## config.mk

```make
export PLATFORM = sky130hd
export DESIGN_NAME = uart_tx_fifo
export DESIGN_NICKNAME = d
export VERILOG_FILES = /design/src/rtl/uart_pkg.sv /design/src/rtl/sync_fifo.sv /design/src/rtl/uart_tx_fifo.sv
export SDC_FILE = /design/constraint.sdc
export NUM_CORES = 1
export LEC_CHECK = 0
export CELL_PAD_IN_SITES_DETAIL_PLACEMENT = 1
export CELL_PAD_IN_SITES_GLOBAL_PLACEMENT = 2
export CORE_UTILIZATION = 45
export CTS_CLUSTER_SIZE = 16
export DETAILED_ROUTE_END_ITERATION = 16
export PLACE_DENSITY = 0.79
export RECOVER_POWER = 50
export SETUP_SLACK_MARGIN = 0.4
export SLEW_MARGIN = 30
export SYNTH_ARGS = -nofsm -noshare
export SYNTH_HDL_FRONTEND = slang
export SYNTH_SLANG_ARGS = --single-unit
```

## constraint.sdc

```tcl
create_clock -name clk -period 4.12 [get_ports clk]
set_input_delay 0.618 -clock clk [delete_from_list [all_inputs] [get_ports clk]]
set_output_delay 0.618 -clock clk [all_outputs]
set_load 0.1 [all_outputs]
```

## src/rtl/uart_pkg.sv

```systemverilog
// Shared UART definitions: data width and the transmit-buffer drain states.
// The receive-side FIFO is expected to reuse this package.
package uart_pkg;

    localparam int UART_DATA_W = 8;

    typedef enum logic [1:0] {
        TXF_IDLE,
        TXF_ACK,
        TXF_DRAIN
    } tx_fifo_state_e;

endpackage

```

## src/rtl/sync_fifo.sv

```systemverilog
// Generic single-clock FIFO with registered pointers and an occupancy counter.
// The counter has one more bit than the pointers, so full and empty can never be confused.
module sync_fifo #(
    parameter int DEPTH = 16,
    parameter int WIDTH = 8
) (
    input  logic                   clk,
    input  logic                   rst,
    input  logic                   push,
    input  logic                   pop,
    input  logic [WIDTH-1:0]       push_data,
    output logic [WIDTH-1:0]       head,
    output logic                   full,
    output logic                   empty,
    output logic [$clog2(DEPTH):0] count
);

    localparam int AW = $clog2(DEPTH);
    localparam int CW = $clog2(DEPTH) + 1;

    logic [WIDTH-1:0] mem [DEPTH];
    logic [AW-1:0]    wr_ptr;
    logic [AW-1:0]    rd_ptr;
    logic             do_push;
    logic             do_pop;

    assign do_push = push && !full;
    assign do_pop  = pop && !empty;

    always_ff @(posedge clk or negedge rst) begin
        if (!rst) begin
            wr_ptr <= '0;
            rd_ptr <= '0;
            count  <= '0;
        end else begin
            if (do_push) wr_ptr <= wr_ptr + AW'(1);
            if (do_pop)  rd_ptr <= rd_ptr + AW'(1);
            case ({do_push, do_pop})
                2'b10:   count <= count + CW'(1);
                2'b01:   count <= count - CW'(1);
                default: count <= count;
            endcase
        end
    end

    // Storage is deliberately left without reset; only the pointers define validity.
    always_ff @(posedge clk) begin
        if (do_push) mem[wr_ptr] <= push_data;
    end

    assign head  = mem[rd_ptr];
    assign full  = (count == CW'(DEPTH));
    assign empty = (count == '0);

endmodule

```

## src/rtl/uart_tx_fifo.sv

```systemverilog
// Transmit buffer in front of the UART transmitter: queues bytes from the I/O write path
// and hands them to the transmitter one at a time using its send pulse / busy handshake.
module uart_tx_fifo
    import uart_pkg::*;
#(
    parameter int DEPTH       = 16,
    parameter int ACK_TIMEOUT = 4
) (
    input  logic                   clk,
    input  logic                   rst,
    input  logic                   wr_en,
    input  logic [UART_DATA_W-1:0] wr_data,
    input  logic                   clr_overflow,
    input  logic                   tx_busy,
    output logic                   tx_send,
    output logic [UART_DATA_W-1:0] tx_data,
    output logic                   full,
    output logic                   empty,
    output logic [$clog2(DEPTH):0] count,
    output logic                   overflow,
    output logic                   timeout
);

    localparam int              TW         = $clog2(ACK_TIMEOUT) + 1;
    localparam logic [TW-1:0]   TIMER_LAST = TW'(ACK_TIMEOUT - 1);

    tx_fifo_state_e         state;
    tx_fifo_state_e         state_next;
    logic [TW-1:0]          timer;
    logic [TW-1:0]          timer_next;
    logic                   send_next;
    logic                   pop;
    logic                   timeout_hit;
    logic [UART_DATA_W-1:0] head;

    sync_fifo #(
        .DEPTH (DEPTH),
        .WIDTH (UART_DATA_W)
    ) u_fifo (
        .clk       (clk),
        .rst       (rst),
        .push      (wr_en),
        .pop       (pop),
        .push_data (wr_data),
        .head      (head),
        .full      (full),
        .empty     (empty),
        .count     (count)
    );

    // ACK waits a bounded time for the transmitter to acknowledge; DRAIN waits for it to finish.
    always_comb begin
        state_next  = state;
        timer_next  = timer;
        send_next   = 1'b0;
        pop         = 1'b0;
        timeout_hit = 1'b0;
        case (state)
            TXF_IDLE: begin
                if (!empty && !tx_busy) begin
                    pop        = 1'b1;
                    send_next  = 1'b1;
                    timer_next = '0;
                    state_next = TXF_ACK;
                end
            end
            TXF_ACK: begin
                if (tx_busy) begin
                    state_next = TXF_DRAIN;
                end else if (timer == TIMER_LAST) begin
                    timeout_hit = 1'b1;
                    state_next  = TXF_IDLE;
                end else begin
                    timer_next = timer + TW'(1);
                end
            end
            TXF_DRAIN: begin
                if (!tx_busy) state_next = TXF_IDLE;
            end
            default: state_next = TXF_IDLE;
        endcase
    end

    // Setting a sticky flag takes precedence over clearing it in the same cycle.
    always_ff @(posedge clk or negedge rst) begin
        if (!rst) begin
            state    <= TXF_IDLE;
            timer    <= '0;
            tx_send  <= 1'b0;
            tx_data  <= '0;
            overflow <= 1'b0;
            timeout  <= 1'b0;
        end else begin
            state   <= state_next;
            timer   <= timer_next;
            tx_send <= send_next;
            if (pop) tx_data <= head;
            if (wr_en && full)     overflow <= 1'b1;
            else if (clr_overflow) overflow <= 1'b0;
            if (timeout_hit)       timeout <= 1'b1;
            else if (clr_overflow) timeout <= 1'b0;
        end
    end

endmodule

```

==> flow_summary.json, run 1 <==
{
  "status": "finished, violations left",
  "failed_checks": "max-capacitance violations, max-slew violations",
  "setup_viol": 0,
  "grt_max_degree": 30,
  "grt_pass1_wl_mm": 20.1,
  "logic_area_um2": 1620,
  "tns_ns": 0,
  "fp.dieH_um": 120,
  "synthTopCellsByArea": "edfxtp_1 (61%), dfrtp_1 (12%), mux4_2 (11%), ha_1 (2.2%), nand2_1 (1.8%)",
  "ys_sh_adder_pct": 2.50,
  "vdd_drop_max_uv": 374,
  "syn_to_final_growth_pct": 17.2,
  "ys_area_um2": 6310,
  "leakagePower_nw": 2.57,
  "path_clk_slew_ns": 0.06,
  "cpMostUsedCell": "inv_1",
  "gp_congestion": 0.683,
  "antenna_left": 0,
  "hpwl_mm": 8.26,
  "final_net_count": 414,
  "worstPathMaxFanout": 4,
  "max_stage_delay_ns": 0.57,
  "holdPathStages": 2,
  "yosys.stat.seqShare_pct": 72.4,
  "htreeDepth": 4,
  "synth-compound-area-share_pct": 2.40,
  "ys_sh_xor_pct": 1.53,
  "io_pins": 31,
  "hold_class": "flip-flop to flip-flop",
  "netlist-cell-type-count": 33,
  "dpl_cell_area_um2": 6810,
  "drv_cap": 1,
  "crit_path_start_kind": "input port",
  "synth_top_area_share_pct": 60.9,
  "cp.required_ns": 4.43,
  "largest_area_cell": "edfxtp_1",
  "report.final.slew_viol_count": 30,
  "worst_pin_slew_ns": 1.63,
  "ys.flop_type": "edfxtp_1"
}
-- run 1: per-stage QoR --
stage          total power, mW  std cells  utilization [%]
2_1_floorplan             3.77        352                -
3_3_place_gp              4.24        546             50.6
3_5_place_dp              4.31        546             50.7
4_1_cts                   5.89        575             55.0
5_1_grt                   6.10        575             55.0
6_report                  5.82        575             55.0
-- run 1: worst max-delay path: cells and delay by family --
kind	cells	cell delay, ns
fa+ha+maj	2	0.65
xor+xnor	1	0.14
simple gates	4	1.21
compound gates	1	0.12
buf+inv	3	0.82
-- run 1: per-layer routing --
layer  vias up  track usage (%)  wire [um]
li1       1414                -          -
met1      1602             26.1       5640
met2        66             32.3       6440
met3        14             5.42        580
met4         0             7.18        172
met5         -                0          0
-- run 1: sequential cells by signal, indices dropped and copies added (netlist names) --
register       flops
u_fifo.rd_ptr      4
u_fifo.count       5
u_fifo.mem       128
timeout            1
tx_data            8
timer              3
overflow           1
tx_send            1
u_fifo.wr_ptr      4
state              2
-- run 1: power by group --
group | internal, mW | switching, mW | total, mW
clock | 0.989 | 0.577 | 1.57
combinational | 0.751 | 1.18 | 1.93
sequential | 1.99 | 0.336 | 2.32
-- run 1: area by class of cell --
class,instances,area share [%]
Clock inverter,11,2.05
Multi-Input combinational cell,163,22.0
Sequential cell,157,61.9
Inverter,13,0.660
Tap cell,176,2.98
Timing Repair Buffer,37,4.67
Clock buffer,18,5.80
-- run 1: cell families after synthesis --
| kind of cell | Yosys count |
|---|---|
| simple gates | 63 |
| mux | 49 |
| buf+inv | 32 |
| fa+ha+maj | 12 |
| xor+xnor | 11 |
| compound gates | 28 |
| flops | 157 |
-- run 1: final timing paths --
path,from,endpoint,slack (ns)
min in group asynchronous,rst,u_fifo.count[1],1.14
hold / removal,tx_data[4],tx_data[4],0.49
setup reg to reg,u_fifo.count[1],u_fifo.count[4],0.91
hold reg to reg,tx_data[4],tx_data[4],0.49
setup / recovery,tx_busy,u_fifo.count[4],0.89
max in group asynchronous,rst,u_fifo.rd_ptr[0],1.90
-- run 1: layout by cell type (no fill, tap or decap), types with 2 or more instances in the layout --
cell and n:
a21oi_1 2, buf_4 5, bufinv_16 4, clkbuf_1 3
clkbuf_16 17, clkdlybuf4s50_1 20, clkinv_1 5, dfrtp_1 22
dfrtp_2 7, dlygate4sd3_1 10, edfxtp_1 128, ha_1 11
inv_1 13, mux2_2 8, mux2i_1 9, mux4_2 32
nand2_1 30, nand2b_1 2, nand3_1 4, nand4_1 2
nor2_1 12, nor3_2 3, o21ai_0 10, o21ai_1 13
xnor2_1 8, xor2_1 3
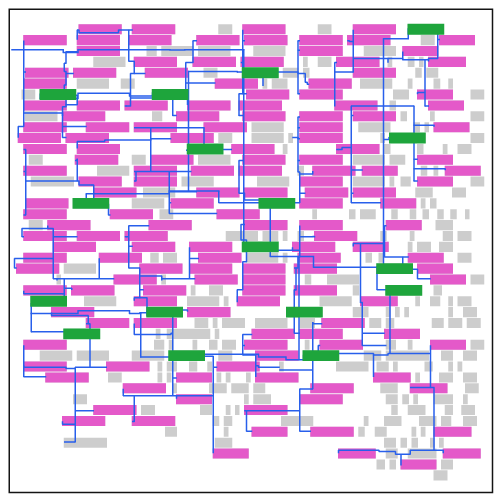
Run 1: routed clock nets over the placement
Scale: 4 px per um.
- green: clock drivers (count 17)
- blue: clock wires (length 1810 um)
- magenta: flip-flops (count 157)
- flops lie: spread over the die
- routed clock nets: 18

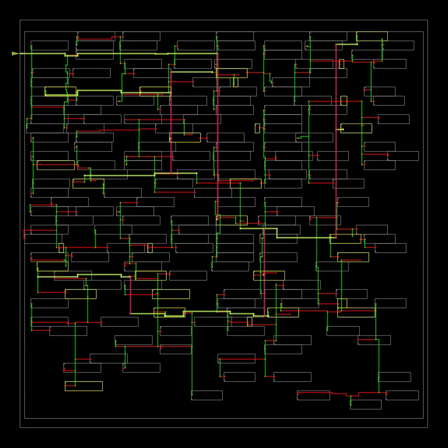
Run 1: clock wiring as the flow saved it
Worst-Skew Late Latency: 0.43 ns
Seq cells: 157
CTS Sinks: 157

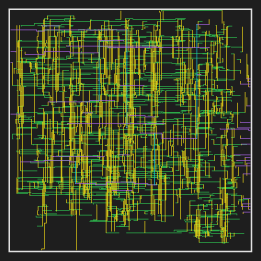
Run 1: routed metal, one colour a layer
Scale: 2 px per um.
- green: metal 1 (wire length 5640 um)
- yellow: metal 2 (wire length 6440 um)
- purple: metal 3 (wire length 580 um)
- cyan: metal 4 (wire length 173 um)
number of vias in the routed layout: 3096
average wire per standard cell: 22.3 um
gr usage total: 20.0%
WL final: 12.8 mm

--- run 2 (diff from run 1) ---
==> constraint.sdc (replaced) <==
create_clock -name clk -period 3.06 [get_ports clk]
set_input_delay 0.459 -clock clk [delete_from_list [all_inputs] [get_ports clk]]
set_output_delay 0.459 -clock clk [all_outputs]
set_load 0.1 [all_outputs]
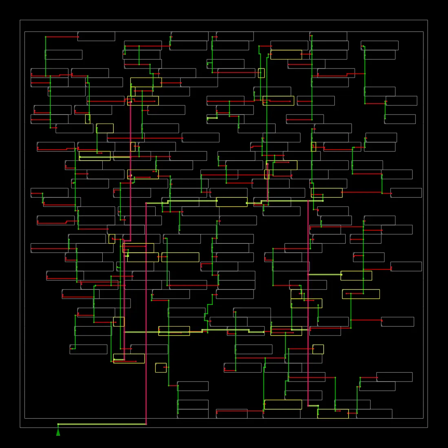
Run 2: clock wiring as the flow saved it
Clock group: 2.12 mW
Worst-Skew Late Latency: 0.42 ns

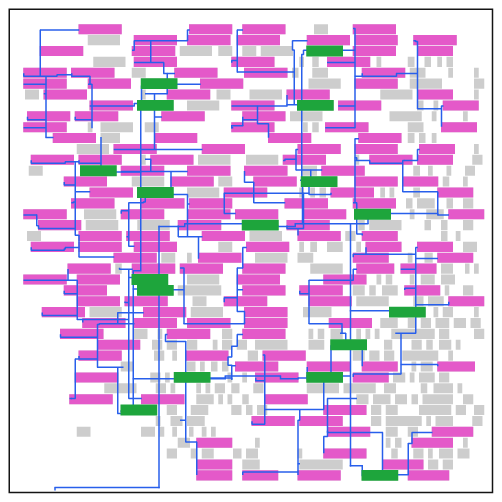
Run 2: routed clock nets over the placement
Scale: 4 px per um.
Final Skew: 0.0111 ns
clock network fraction of design power: 26.5%

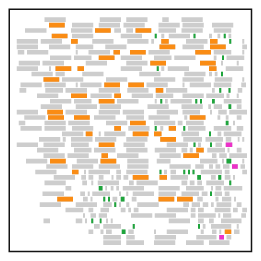
Run 2: gate-type map
Scale: 2 px per um.
- green: nand cells (cells 39)
- orange: mux cells (cells 49)
- magenta: non-inverting ao/oa cells (cells 3)
fin cells: 603
combinational share of cell area: 21.8%
Commonest Layout Cell: edfxtp_1

==> run 2 against run 1 <==
  * The run now ends clean
  * Cell area increased by 2.4%
  * Hold slack got worse by 0.27 ns
  * Count of clock-buffer cells in the layout increased by 4
  * Largest power group unchanged
  * Highest routed layer unchanged
==> flow_summary.json, run 2 <==
{
  "rr_startpoint": "u_fifo.count[3]",
  "vdd_drop_max_uv": 428,
  "crit_family": "simple AND/OR/NAND/NOR gates",
  "syn_to_final_growth_pct": 20.1,
  "worstPathMaxFanout": 4,
  "crit_path_start_kind": "flip-flop",
  "report.final.slew_viol_count": 0,
  "met1_length_mm": 5.55,
  "synth-compound-area-share_pct": 2.40,
  "regMostFlops": "u_fifo.mem",
  "p_total_mw": 8.00,
  "final_net_count": 439,
  "antenna_left": 0,
  "max_stage_delay_ns": 0.44,
  "grt_pass1_wl_mm": 20.6,
  "fp.dieH_um": 120,
  "setup_viol": 0,
  "status": "finished clean",
  "drv_cap": 0,
  "cp.required_ns": 3.36,
  "route.met3.wl_um": 321,
  "topRoutingLayerUsed": "met4",
  "synthTopCellsByArea": "edfxtp_1 (61%), dfrtp_1 (12%), mux4_2 (11%), ha_1 (2.2%), nand2_1 (1.8%)",
  "gp_congestion": 0.745,
  "wl_met2_mm": 7.11,
  "logic_area_um2": 1650
}
## run 2: cell counts after synthesis
No cell type changed its count.
## run 2: logic make-up (layout without fill, tap and decap cells)
family,after synthesis,count (layout)
DFF,157,157
and+or+nand+nor,63,63
muxes,49,49
buffers and inverters,32,107
AOI/OAI and AO/OA,28,28
adders and majority gates,12,12
xor gates and xnor gates,11,11
## run 2: metal layers
metal,vias up,GRT usage (%)
met4,0,9.72
met2,58,35.8
li1,1474,-
met5,-,0
met1,1731,23.8
met3,23,3.30
## run 2: layout make-up
cell class                 instances  share of cell area (%)
clock buffer                      22                    6.00
clock inverter                    10                    1.83
inverter                          13                   0.677
multi-input combinational        163                    21.8
sequential                       157                    60.5
tap                              176                    2.91
timing repair buffer              62                    6.23
## run 2: timing repair
action                                 CTS  global route
gates resized                            3             2
setup endpoints to repair                1             1
pin swaps                                7             5
buffers inserted                         6             3
endpoints found under the hold margin    0             0
## run 2: stage by stage
step / hold WS, ns / setup slack [ns] / TNS (ns)
2_1_floorplan: 0.163 / -0.180 / -0.180
3_3_place_gp: 0.473 / 0.107 / 0
3_5_place_dp: 0.486 / 0.0495 / 0
4_1_cts: 0.499 / 0.403 / 0
5_1_grt: 0.323 / 0.382 / 0
6_report: 0.221 / 0.478 / 0
## run 2: worst paths after layout
path / slack [ns] / to
setup / recovery: 0.48 / u_fifo.count[4]
hold / removal: 0.22 / u_fifo.rd_ptr[1]
setup reg to reg: 0.48 / u_fifo.count[4]
max in group asynchronous: 1.99 / tx_data[0]
min in group clk: 0.49 / tx_data[5]
hold reg to reg: 0.49 / tx_data[5]
## run 2: where the power goes
part           switching [mW]  internal [mW]
clock network           0.814           1.31
logic                    1.78           1.11
registers               0.306           2.69
total                    2.90           5.10
Power and IR drop assume default switching activity.
